==> config.mk <==
export PLATFORM = sky130hd
export DESIGN_NAME = data_64_to_8_tx
export DESIGN_NICKNAME = d
export VERILOG_FILES = /design/src/rtl/data_64_to_8_tx.sv
export SDC_FILE = /design/constraint.sdc
export NUM_CORES = 1
export LEC_CHECK = 0
export ABC_AREA = 1
export CAP_MARGIN = 40
export CELL_PAD_IN_SITES_DETAIL_PLACEMENT = 1
export CELL_PAD_IN_SITES_GLOBAL_PLACEMENT = 1
export CORE_MARGIN = 4
export CORE_UTILIZATION = 40
export DETAILED_ROUTE_END_ITERATION = 10
export GPL_ROUTABILITY_DRIVEN = 0
export GPL_TIMING_DRIVEN = 0
export PLACE_DENSITY_LB_ADDON = 0.1
export REMOVE_ABC_BUFFERS = 1
export SETUP_SLACK_MARGIN = 0.15
export SLEW_MARGIN = 10
export SYNTH_ARGS = -nofsm -noshare
export SYNTH_HDL_FRONTEND = slang
export SYNTH_SLANG_ARGS = --single-unit
==> constraint.sdc <==
create_clock -name clk -period 6.65 [get_ports clk]
set_input_delay 0.665 -clock clk [delete_from_list [all_inputs] [get_ports clk]]
set_output_delay 0.665 -clock clk [all_outputs]
set_load 0.02 [all_outputs]
==> src/rtl/data_64_to_8_tx.sv <==
// 64-bit to byte serializer for the UART transmit path, least-significant byte first.
// Each byte is handed off with a one-cycle tx_start and confirmed by a tx_done rising edge.
module data_64_to_8_tx #(
  parameter int TIMEOUT = 0
) (
  input  logic        clk,
  input  logic        rst,
  input  logic [63:0] data_64,
  input  logic        load,
  input  logic        tx_done,
  output logic [7:0]  data_8,
  output logic        tx_start,
  output logic        busy,
  output logic        done,
  output logic        error
);

  localparam int TW = (TIMEOUT > 0) ? $clog2(TIMEOUT + 1) : 1;
  localparam bit TO_EN = (TIMEOUT != 0);
  localparam logic [TW-1:0] T_LAST = TW'(TIMEOUT - 1);

  typedef enum logic [1:0] {
    S_IDLE = 2'd0,
    S_SEND = 2'd1,
    S_WAIT = 2'd2
  } state_t;

  state_t        state, state_n;
  logic [63:0]   sreg, sreg_n;
  logic [2:0]    idx, idx_n;
  logic [TW-1:0] tcnt, tcnt_n;
  logic [7:0]    data_8_n;
  logic          tx_start_n, busy_n, done_n, error_n;
  logic          load_d, tx_done_d;
  logic          load_rise, tx_done_rise;

  assign load_rise    = load & ~load_d;
  assign tx_done_rise = tx_done & ~tx_done_d;

  // State, datapath and registered outputs.
  always_ff @(posedge clk or posedge rst) begin
    if (rst) begin
      state     <= S_IDLE;
      sreg      <= 64'd0;
      idx       <= 3'd0;
      tcnt      <= '0;
      data_8    <= 8'd0;
      tx_start  <= 1'b0;
      busy      <= 1'b0;
      done      <= 1'b0;
      error     <= 1'b0;
      load_d    <= 1'b0;
      tx_done_d <= 1'b0;
    end else begin
      state     <= state_n;
      sreg      <= sreg_n;
      idx       <= idx_n;
      tcnt      <= tcnt_n;
      data_8    <= data_8_n;
      tx_start  <= tx_start_n;
      busy      <= busy_n;
      done      <= done_n;
      error     <= error_n;
      load_d    <= load;
      tx_done_d <= tx_done;
    end
  end

  // Next-state and next-output logic; pulses default low, everything else holds.
  always_comb begin
    state_n    = state;
    sreg_n     = sreg;
    idx_n      = idx;
    tcnt_n     = tcnt;
    data_8_n   = data_8;
    tx_start_n = 1'b0;
    busy_n     = busy;
    done_n     = 1'b0;
    error_n    = 1'b0;
    case (state)
      S_IDLE: begin
        if (load_rise) begin
          sreg_n  = data_64;
          idx_n   = 3'd0;
          busy_n  = 1'b1;
          state_n = S_SEND;
        end else begin
          state_n = S_IDLE;
        end
      end
      S_SEND: begin
        data_8_n   = sreg[7:0];
        tx_start_n = 1'b1;
        tcnt_n     = '0;
        state_n    = S_WAIT;
      end
      S_WAIT: begin
        // A confirming edge takes priority over a coincident timeout expiry.
        if (tx_done_rise) begin
          if (idx == 3'd7) begin
            done_n  = 1'b1;
            busy_n  = 1'b0;
            state_n = S_IDLE;
          end else begin
            sreg_n  = sreg >> 8;
            idx_n   = idx + 3'd1;
            state_n = S_SEND;
          end
        end else if (TO_EN && (tcnt == T_LAST)) begin
          error_n = 1'b1;
          busy_n  = 1'b0;
          state_n = S_IDLE;
        end else begin
          tcnt_n = tcnt + 1'b1;
        end
      end
      default: begin
        busy_n  = 1'b0;
        state_n = S_IDLE;
      end
    endcase
  end

endmodule
Figure 1. Clock routing (run 1).
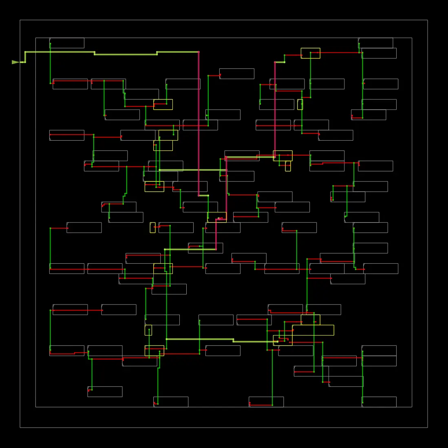
Sink Count: 82
Setup Skew: 0.006160 ns

Figure 2. Clock wires, drivers and flops (run 1).
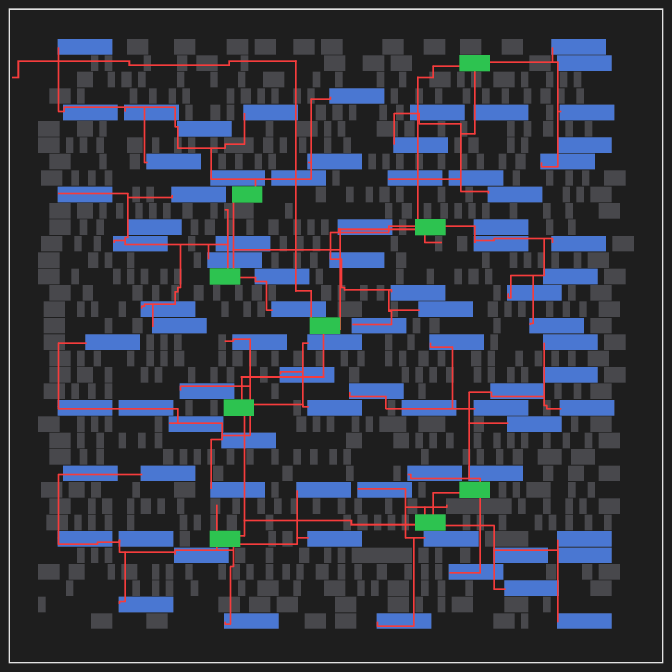
legend:
  cells driving clock nets:
    color: green
    count: 9
  flip-flops:
    color: blue
    count: 82
  clock wires:
    color: red
    length: 1160 µm
routed clock nets: 10

Figure 3. Cell sizes after repair (run 1).
The bar under the picture is 20 µm long.
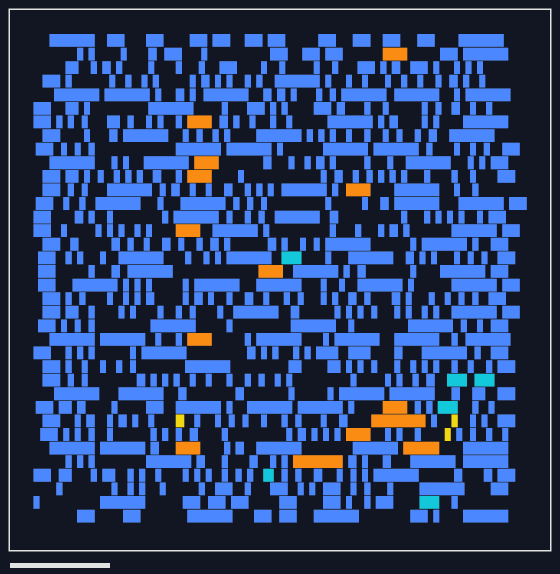
legend:
  drive 2:
    color: yellow
    cells: 3
    share: 0.49%
  drive 6 and up:
    color: orange
    cells: 14
    share: 2.3%
  drive 3 to 4:
    color: cyan
    cells: 6
    share: 0.98%
  drive 1 or less:
    color: blue
    cells: 589
    share: 96%

==> results.py, run 1 <==
# Auto-generated metrics
metrics = {
    "synthesis": {
        "synth.distinct_cells": 19,
        "ys_seq_share_pct": 51.20,
        "yosys-top-cells-area": "dfrtp_1, nand2_1, nand3_1",
        "aoi_share_pct": 0.1873,
        "synth_warnings": 0,
        "ys_seq_elements": 82,
        "top_cell_area_share_pct": 51.20,
        "ys_sh_simple_pct": 42.37,
        "ys_area_mm2": 0.004008,
        "ys_sh_adder_pct": 0.6244,
        "yosysTopAreaCell": "dfrtp_1",
        "async_flop_share_pct": 100.0,
        "mux_area_share_pct": 0,
        "edf_count": 0,
        "synth_cells": 552,
    },
    "die": {
        "rows": 36,
        "placeableCoreArea_mm2": 0.009774,
        "dieArea_mm2": 0.01168,
        "fp_util_pct": 41.00,
        "fp.dieW_um": 108.1,
        "io_pins": 80,
    },
    "final_layout": {
        "drive_above_1_share_pct": 3.758,
        "nets": 677,
        "antenna_cells": 0,
        "inv_count": 9,
        "top_regs": "sreg x64, data_8 x8, idx x3",
        "stdcell_count": 745,
        "fill_cells": 1249,
        "buf_share_pct": 16.41,
        "signal_buffers": 80,
        "final_layout_top_logic_cell": "nand2_1",
        "final_cell_mix": "nand2_1, dfrtp_1, clkdlybuf4s50_1",
        "comb_share_pct": 35.00,
        "largest_reg_flops": 64,
    },
    "final_timing": {
        "hold_viol": 0,
        "finalSetupViolations": 0,
        "whs_ns": 0.4741,
        "fin_ws_ns": 3.848,
        "rsz0062_at_grt": "no",
        "slew_headroom_pct": 46.01,
        "min_period_ns": 2.802,
        "max_freq_ghz": 0.3569,
        "maxSlewViolCount": 0,
    },
    "placed_design": {
        "dp_hpwl_um": 5978,
        "dpl.cell_count": 729,
        "place_area_mm2": 0.004850,
        "io_buffers": 78,
    },
    "route": {
        "wl_met1_um": 4585,
        "detail_route.first_pass.iterations": 4,
        "route.detailed.drc": 0,
        "wire_per_inst_um": 13.29,
        "topRoutingLayerUsed": "met4",
        "vias": 3620,
        "wl_met2_um": 4771,
        "first_iter_violations": 227,
    },
    "global_route": {
        "grt_overflow": 0,
        "grt_pass1_vias": 3615,
        "grt_max_degree": 71,
        "grt_usage_pct": 17.95,
        "use_met3_pct": 4.358,
    },
    "critical_path": {
        "reg2reg_slack_ns": 3.85,
        "cp-end-kind": "flip-flop",
        "slowest_delay_ns": 0.81,
        "crit_fanout": 70,
        "cp.arrival_ns": 3.09,
        "worst-path-buf-inv": 1,
        "start_kind": "flip-flop",
    },
    "cts": {
        "cts_root_buf": "clkbuf_8",
        "clkTransAtPathRegs_ns": 0.08,
        "cts_buffers": 9,
        "clockBufferDepth": 2,
        "cts_tree": "yes",
    },
    "power_and_ir_drop": {
        "ir_drop_mv": 0.2850,
        "fin_total_pwr_uw": 2183,
    },
    "run_status": {
        "status": "complete, no violations",
    },
}
run 1: final timing paths:
check,cells past startpoint,start,to
min,2,sreg[56]$_DFFE_PP0P_,sreg[56]$_DFFE_PP0P_
max reg2reg,6,state[1]$_DFFE_PP0P_,sreg[30]$_DFFE_PP0P_
max in group asynchronous,3,rst,sreg[49]$_DFFE_PP0P_
min in group asynchronous,2,rst,sreg[56]$_DFFE_PP0P_
min reg2reg,2,sreg[56]$_DFFE_PP0P_,sreg[56]$_DFFE_PP0P_
max,6,state[1]$_DFFE_PP0P_,sreg[30]$_DFFE_PP0P_
run 1: power by group:
| group | switching [µW] | internal, µW | total, µW |
|---|---|---|---|
| sequential | 117 | 724 | 841 |
| combinational | 639 | 331 | 970 |
| clock | 178 | 194 | 372 |
## Run 2: what changed since run 1
Settings changed: CORE_UTILIZATION 40 to 37.
Clock period 6.65 ns to 2.9 ns, I/O delays scaled along.
Figure 4. Clock wires, drivers and flops (run 2).
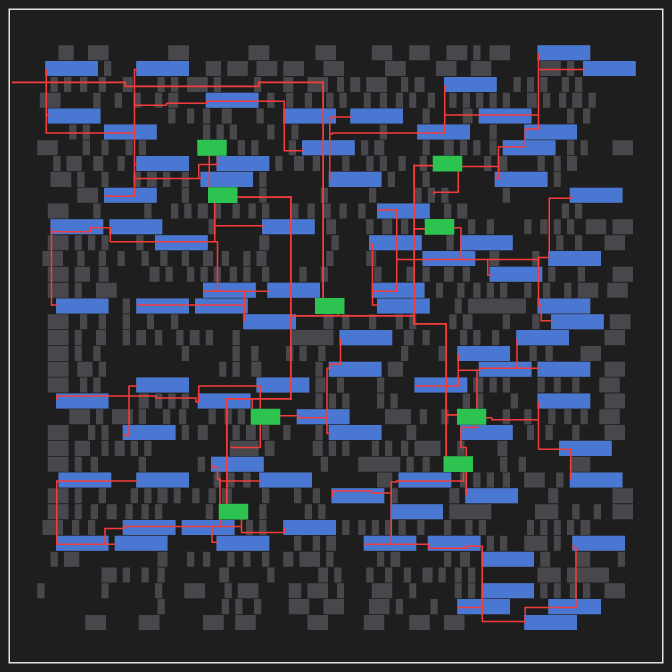
legend:
  cells driving clock nets:
    color: green
    count: 9
  flip-flops:
    color: blue
    count: 82
  clock wires:
    color: red
    length: 1090 µm
flops lie: all over the die
routed clock nets: 10

==> results.py, run 2 <==
# Auto-generated metrics
metrics = {
    "synthesis": {
        "yosys-top-cells-area": "dfrtp_1, nand2_1, nand3_1",
        "most_common_cell": "nand2_1",
        "yosysTopAreaCell": "dfrtp_1",
        "top_cells_by_count": "nand2_1, dfrtp_1, nand3_1",
        "edf_count": 0,
        "top_cell_area_share_pct": 51.20,
        "synth.distinct_cells": 19,
        "ys_area_mm2": 0.004008,
        "synth_cells": 552,
        "ys_seq_share_pct": 51.20,
        "synth_warnings": 0,
        "ys_seq_elements": 82,
        "async_flop_share_pct": 100.0,
    },
    "final_timing": {
        "hold_viol": 0,
        "max_freq_ghz": 0.4346,
        "finalSetupViolations": 0,
        "setup_tns_ns": 0,
        "skew_ns": 0.006065,
        "maxSlewViolCount": 0,
        "whs_ns": 0.3667,
        "period_used_pct": 79.34,
        "slew_headroom_pct": 42.60,
        "min_period_ns": 2.301,
        "worst_slew_pin_slew_ns": 0.8609,
        "fin_ws_ns": 0.5991,
        "rsz0062_at_grt": "no",
    },
    "critical_path": {
        "slowest_delay_ns": 0.42,
        "start_kind": "flip-flop",
        "cp-end-kind": "flip-flop",
        "startpoint": "idx[0]$_DFFE_PP0P_",
        "r2r_end": "sreg[9]$_DFFE_PP0P_",
        "worst-path-stages": 8,
        "rr_startpoint": "idx[0]$_DFFE_PP0P_",
        "reg2reg_depth": 8,
        "crit_fanout": 68,
        "crit_family": "simple AND/OR/NAND/NOR gates",
        "cp.arrival_ns": 2.53,
        "worst-path-buf-inv": 1,
        "crit_required_ns": 3.13,
        "reg2reg_slack_ns": 0.60,
        "endpoint": "sreg[9]$_DFFE_PP0P_",
        "critical_path_class": "flip-flop to flip-flop",
    },
    "route": {
        "detail_route.first_pass.iterations": 4,
        "viasPerCell": 4.802,
        "wire_per_inst_um": 13.35,
        "vias": 3587,
        "route.detailed.drc": 0,
        "first_iter_violations": 229,
    },
    "run_status": {
        "status": "complete, no violations",
    },
    "cts": {
        "cts_tree": "yes",
        "postCtsSetupBuffers": 0,
        "clockBufferDepth": 2,
        "clkTransAtPathRegs_ns": 0.08,
        "ctsHoldBuffers": 0,
        "cts.repair.resized": 1,
        "cts_buffers": 9,
        "cts_root_buf": "clkbuf_8",
        "clock_sinks": 82,
    },
    "final_layout": {
        "nets": 678,
        "largest_reg_flops": 64,
        "final_cell_mix": "nand2_1, dfrtp_1, clkdlybuf4s50_1",
        "fin_area_mm2": 0.005044,
        "stdcell_count": 747,
        "comb_share_pct": 35.38,
        "logic_area_mm2": 0.001784,
        "sh_seq_area_pct": 40.68,
        "fill_cells": 1330,
        "buf_share_pct": 16.82,
        "top_regs": "sreg x64, data_8 x8, idx x3",
        "largest_class": "sequential cells",
        "final_layout_top_logic_cell": "nand2_1",
        "fin_util_pct": 48.42,
        "signal_buffers": 81,
        "seq_area_mm2": 0.002052,
        "inv_count": 9,
        "antenna_cells": 0,
        "drive_above_1_share_pct": 3.437,
    },
    "die": {
        "fp_util_pct": 38.47,
        "io_pins": 80,
        "rows": 37,
        "placeableCoreArea_mm2": 0.01042,
        "dieArea_mm2": 0.01256,
        "fp.dieW_um": 112.1,
    },
    "power_and_ir_drop": {
        "p_int_uw": 2785,
        "p_sw_share_pct": 43.33,
        "pwr-share-seq_pct": 39.2,
        "combinationalPower_uw": 2290,
        "fin_total_pwr_uw": 4915,
        "power.share.clock_pct": 14.3,
        "p_comb_share_pct": 46.5,
        "pg_clk_uw": 702,
        "netSwitchingPower_uw": 2130,
        "power-top-group": "combinational logic",
        "pg_seq_uw": 1930,
        "ir_drop_mv": 0.8986,
    },
    "global_route": {
        "grt_usage_pct": 16.82,
        "grt_pass1_vias": 3747,
        "antenna_found_initial": 0,
        "grt_max_degree": 71,
        "grt_overflow": 0,
    },
    "placed_design": {
        "dp_hpwl_um": 5977,
        "dpl.cell_count": 733,
        "dp_slack_ns": 0.1093,
        "place_area_mm2": 0.004873,
        "io_buffers": 78,
    },
    "job": {
        "maxCapViolCount": 0,
        "tool_warnings": 25,
    },
    "min_path": {
        "hold_path_class": "input port to async pin",
    },
}
Figure 5. Cell sizes after repair (run 2).
The bar under the picture is 20 µm long.
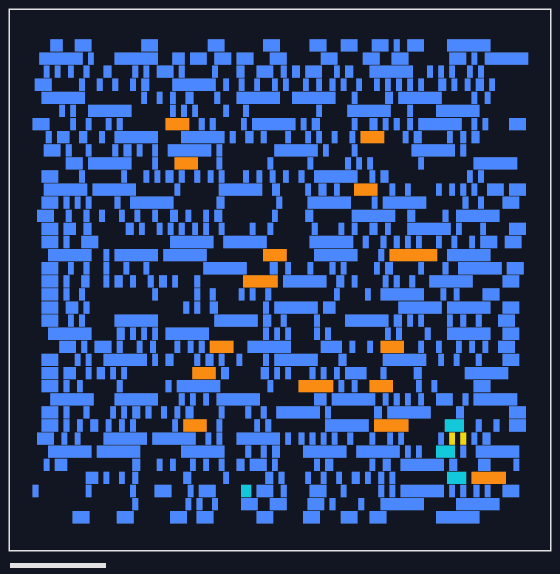
legend:
  drive 2:
    color: yellow
    cells: 2
    share: 0.33%
  drive 1 or less:
    color: blue
    cells: 590
    share: 97%
  drive 3 to 4:
    color: cyan
    cells: 4
    share: 0.65%
  drive 6 and up:
    color: orange
    cells: 15
    share: 2.5%

-- run 2: cell types whose count changed in the layout (fill, tap and decap cells not counted) --
cell	delta
buf_12	+1
nand2_8	+2
clkinv_2	-1
clkbuf_8	-1
clkbuf_1	+1
bufinv_16	-1
nand2_4	-2
-- run 2: cell families (layout without fill, tap and decap cells) --
family | count (synthesis) | after routing | share of synthesized area, %
compound gates | 1 | 1 | 0.1874
fa+ha+maj | 2 | 2 | 0.6243
buf+inv | 45 | 104 | 5.526
flops | 82 | 82 | 51.20
other cells | 1 | 1 | 0.09357
simple gates | 421 | 421 | 42.37
-- run 2: layer usage --
layer	up-vias	track usage, %	share of wire, %
met2	65	28.14	46
li1	1801	-	-
met5	-	0	0
met1	1704	21.83	47
met4	0	6.090	1.7
met3	17	3.235	4.5
Power is estimated from default activity; no workload was simulated.
